--- src/rtl/merger_tree_out_packer_if.sv ---
// Handshake and data bundle between the merger tree root, the out packer and the memory write path.
interface merger_tree_out_packer_if #(
  parameter int unsigned ADDR_W = 32,
  parameter int unsigned CNT_W  = 32
);
  logic              i_start;
  logic [ADDR_W-1:0] i_base_addr;
  logic [127:0]      i_data;
  logic              i_write;
  logic              o_ready;
  logic [511:0]      o_line;
  logic [ADDR_W-1:0] o_addr;
  logic              o_line_valid;
  logic              i_line_ready;
  logic              o_run_done;
  logic [CNT_W-1:0]  o_line_count;

  // Packer side.
  modport slave (
    input  i_start, i_base_addr, i_data, i_write, i_line_ready,
    output o_ready, o_line, o_addr, o_line_valid, o_run_done, o_line_count
  );

  // Tree / memory-path side.
  modport master (
    output i_start, i_base_addr, i_data, i_write, i_line_ready,
    input  o_ready, o_line, o_addr, o_line_valid, o_run_done, o_line_count
  );
endinterface

--- src/rtl/merger_tree_out_packer.sv ---
// Packs 128-bit sorted beats from the merger tree root into 512-bit addressed lines.
// An all-zero beat ends the run: any partial line is flushed zero-padded, then
// o_run_done pulses with the number of lines emitted.
module merger_tree_out_packer #(
  parameter int unsigned ADDR_W = 32,
  parameter int unsigned CNT_W  = 32
) (
  input logic                      i_clk,
  input logic                      i_rst,
  merger_tree_out_packer_if.slave  bus
);

  typedef enum logic [1:0] {StIdle, StRun, StFlush, StDone} state_t;

  state_t            state;
  logic [127:0]      acc [4];
  logic [1:0]        cnt;
  logic [511:0]      h_line;
  logic [ADDR_W-1:0] h_addr;
  logic              h_valid;
  logic [ADDR_W-1:0] addr_next;
  logic [CNT_W-1:0]  line_count;
  logic              run_done;

  logic              ready;
  logic              accept;
  logic              is_term;
  logic              h_free;
  logic [511:0]      full_line;
  logic [511:0]      flush_line;

  // Ready only drops when the 4th beat would need H while H is still blocked.
  always_comb begin
    ready     = (state == StRun) && !((cnt == 2'd3) && h_valid && !bus.i_line_ready);
    accept    = bus.i_write && ready;
    is_term   = (bus.i_data == 128'd0);
    h_free    = !h_valid || bus.i_line_ready;
    full_line = {bus.i_data, acc[2], acc[1], acc[0]};
  end

  // Partial line for flush: slots at or above cnt are zero-padded.
  always_comb begin
    flush_line = '0;
    for (int k = 0; k < 4; k++) begin
      if (k < int'(cnt)) flush_line[128*k +: 128] = acc[k];
    end
  end

  // Run control FSM, accumulator and output holding register.
  always_ff @(posedge i_clk or posedge i_rst) begin
    if (i_rst) begin
      state      <= StIdle;
      for (int k = 0; k < 4; k++) acc[k] <= '0;
      cnt        <= '0;
      h_line     <= '0;
      h_addr     <= '0;
      h_valid    <= 1'b0;
      addr_next  <= '0;
      line_count <= '0;
      run_done   <= 1'b0;
    end else begin
      run_done <= 1'b0;
      // Drain first; a load in the same edge below overrides it.
      if (h_valid && bus.i_line_ready) h_valid <= 1'b0;
      case (state)
        StIdle: begin
          if (bus.i_start) begin
            addr_next  <= bus.i_base_addr;
            line_count <= '0;
            cnt        <= '0;
            state      <= StRun;
          end
        end
        StRun: begin
          if (accept) begin
            if (is_term) begin
              state <= StFlush;
            end else if (cnt == 2'd3) begin
              h_line     <= full_line;
              h_addr     <= addr_next;
              h_valid    <= 1'b1;
              addr_next  <= addr_next + ADDR_W'(64);
              line_count <= line_count + CNT_W'(1);
              cnt        <= '0;
            end else begin
              acc[cnt] <= bus.i_data;
              cnt      <= cnt + 2'd1;
            end
          end
        end
        StFlush: begin
          if (cnt == 2'd0) begin
            state <= StDone;
          end else if (h_free) begin
            h_line     <= flush_line;
            h_addr     <= addr_next;
            h_valid    <= 1'b1;
            addr_next  <= addr_next + ADDR_W'(64);
            line_count <= line_count + CNT_W'(1);
            cnt        <= '0;
            state      <= StDone;
          end
        end
        StDone: begin
          if (!h_valid) begin
            run_done <= 1'b1;
            state    <= StIdle;
          end
        end
        default: state <= StIdle;
      endcase
    end
  end

  assign bus.o_ready      = ready;
  assign bus.o_line       = h_line;
  assign bus.o_addr       = h_addr;
  assign bus.o_line_valid = h_valid;
  assign bus.o_run_done   = run_done;
  assign bus.o_line_count = line_count;

endmodule

--- src/flat_wrapper.sv ---
// flat-port wrapper written by rule: the top's interface ports become plain ports
module merger_tree_out_packer_flat 
#(
  parameter int unsigned ADDR_W = 32,
  parameter int unsigned CNT_W  = 32
)
  (i_clk, i_rst, bus_i_start, bus_i_base_addr, bus_i_data, bus_i_write, bus_i_line_ready, bus_o_ready, bus_o_line, bus_o_addr, bus_o_line_valid, bus_o_run_done, bus_o_line_count);
  merger_tree_out_packer_if #(.ADDR_W(ADDR_W), .CNT_W(CNT_W)) bus_i ();
  input logic i_clk;
  input logic i_rst;
  input wire logic [$bits(bus_i.i_start)-1:0] bus_i_start;
  input wire logic [$bits(bus_i.i_base_addr)-1:0] bus_i_base_addr;
  input wire logic [$bits(bus_i.i_data)-1:0] bus_i_data;
  input wire logic [$bits(bus_i.i_write)-1:0] bus_i_write;
  input wire logic [$bits(bus_i.i_line_ready)-1:0] bus_i_line_ready;
  output wire logic [$bits(bus_i.o_ready)-1:0] bus_o_ready;
  output wire logic [$bits(bus_i.o_line)-1:0] bus_o_line;
  output wire logic [$bits(bus_i.o_addr)-1:0] bus_o_addr;
  output wire logic [$bits(bus_i.o_line_valid)-1:0] bus_o_line_valid;
  output wire logic [$bits(bus_i.o_run_done)-1:0] bus_o_run_done;
  output wire logic [$bits(bus_i.o_line_count)-1:0] bus_o_line_count;
  assign bus_i.i_start = bus_i_start;
  assign bus_i.i_base_addr = bus_i_base_addr;
  assign bus_i.i_data = bus_i_data;
  assign bus_i.i_write = bus_i_write;
  assign bus_i.i_line_ready = bus_i_line_ready;
  assign bus_o_ready = bus_i.o_ready;
  assign bus_o_line = bus_i.o_line;
  assign bus_o_addr = bus_i.o_addr;
  assign bus_o_line_valid = bus_i.o_line_valid;
  assign bus_o_run_done = bus_i.o_run_done;
  assign bus_o_line_count = bus_i.o_line_count;
  merger_tree_out_packer #(.ADDR_W(ADDR_W), .CNT_W(CNT_W)) u_core (.i_clk(i_clk), .i_rst(i_rst), .bus(bus_i));
endmodule
--- config.mk ---
export PLATFORM = sky130hd
export DESIGN_NAME = merger_tree_out_packer_flat
export DESIGN_NICKNAME = d
export VERILOG_FILES = /design/src/rtl/merger_tree_out_packer_if.sv /design/src/rtl/merger_tree_out_packer.sv /design/src/flat_wrapper.sv
export SDC_FILE = /design/constraint.sdc
export NUM_CORES = 2
export LEC_CHECK = 0
export CORE_ASPECT_RATIO = 0.75
export CORE_UTILIZATION = 50
export CTS_BUF_LIST = sky130_fd_sc_hd__clkbuf_8
export CTS_CLUSTER_DIAMETER = 100
export DETAILED_ROUTE_END_ITERATION = 16
export DONT_BUFFER_PORTS = 1
export PLACE_DENSITY = 0.73
export SKIP_CTS_REPAIR_TIMING = 1
export SLEW_MARGIN = 20
export SYNTH_ARGS = -nofsm -noshare
export SYNTH_HDL_FRONTEND = slang
export SYNTH_SLANG_ARGS = --single-unit
--- constraint.sdc ---
create_clock -name i_clk -period 45.4 [get_ports i_clk]
set_input_delay 9.08 -clock i_clk [delete_from_list [all_inputs] [get_ports i_clk]]
set_output_delay 9.08 -clock i_clk [all_outputs]
set_load 0.05 [all_outputs]
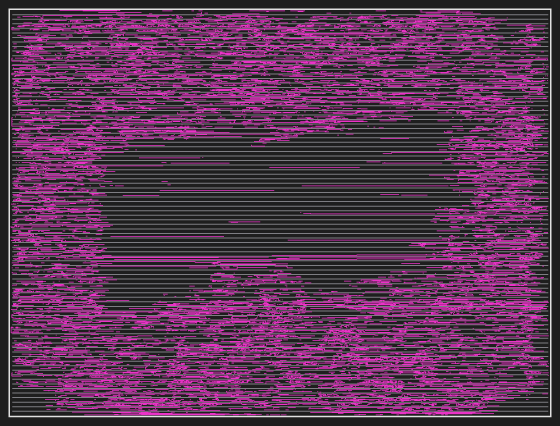
*Metal 1*
Supply wires on this layer in grey.
longest straight run = 145 um
share of all routed wire = 39%
main direction = horizontal
wire length on this layer = 40.7 mm
vias after detailed routing: 23,875
met1 Resource Use GR: 33.21%

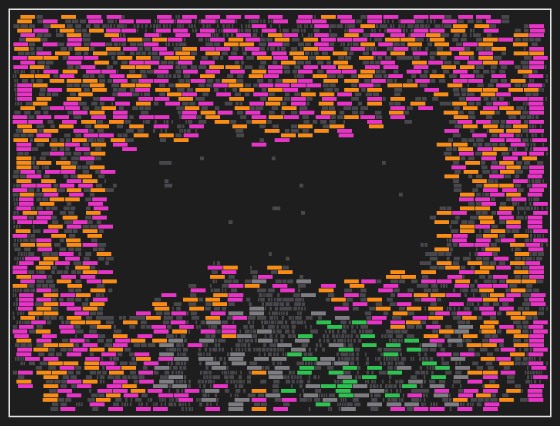
*Sequential cells coloured by netlist name*
Other sequential cells in the stronger grey, the rest of the logic in the fainter grey.
green -> `u_core.addr_next`  # placed flops 32
orange -> `u_core.acc`  # placed flops 384, where all over the die
magenta -> `u_core.bus.o_line`  # placed flops 512, where all over the die
not coloured = 70
flop share of the area: 59.23%
post-layout util: 55.74%

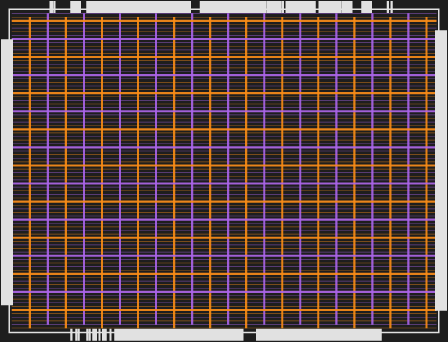
*Supply network*
Pins as bars on the die edge.
orange -> VSS
purple -> VDD
rows = 87
met5 straps = 17
signal pins = 744
met4 straps = 23
met1 rails = 88

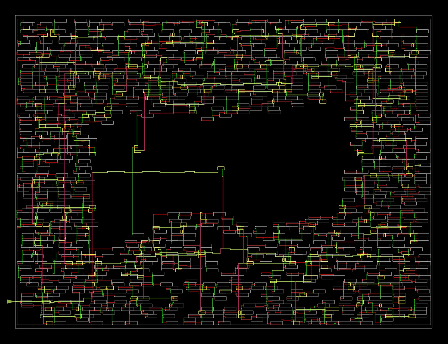
*Clock wiring as the flow saved it*
clock buffer count from CTS: 150
worst-skew pair later-pin latency: 0.81 ns
flop count: 998
CTS sink count: 998

==> run notes <==
impl run done, here's what came out: Reg2Reg Setup Slack=40.95 ns, ANT nets after route=0, Buffers excl. clock=38, Final Hold Vio Count=0, met3 usage=9.848%, first-pass GRT wire length=157.3 mm, Max Clk Rate=0.05322 GHz, DP Area=39,140 um^2, Top Metal Used=met4, worst-path cell chain=nor2b_1 -> a21oi_2, Worst Hold End=u_core.bus.o_line[270], worst path bufs/invs=0, Worst Hold Depth=1, Synth top cell by count=dfrtp_1, Final #Nets=2,994, Synthesis Warnings=0, Yosys chip area=38,440 um^2, dominant logic cell type in the layout=dfrtp_1, Worst Setup SP=bus_i_line_ready, Crit Path Max Fanout=4, synth unique cells=53, slowest stage delay, CP=0.56 ns, num rows=87, Max stage delay cell, worst path=a21oi_2, Synth Area in Simple Gates=5.650%, antenna violations before repair=3, worst setup margin=26.61 ns, die area=78,010 um^2, Setup crit end=bus_o_ready, total track usage=26.60%, drt initial violations=1,997, syn_nets=2,989, status=finished, final reports clean, die width=322.2 um, logic share of the area=29.51%, WL met1=40.70 mm, Worst path depth=2, MUX share of area=15.93%, logic area=12,440 um^2, hold crit path type=reg2reg, most frequent cells in the layout=dfrtp_1, mux2_2, nand2_1, Top area cell types=dfrtp_1, mux2_2, a22o_1
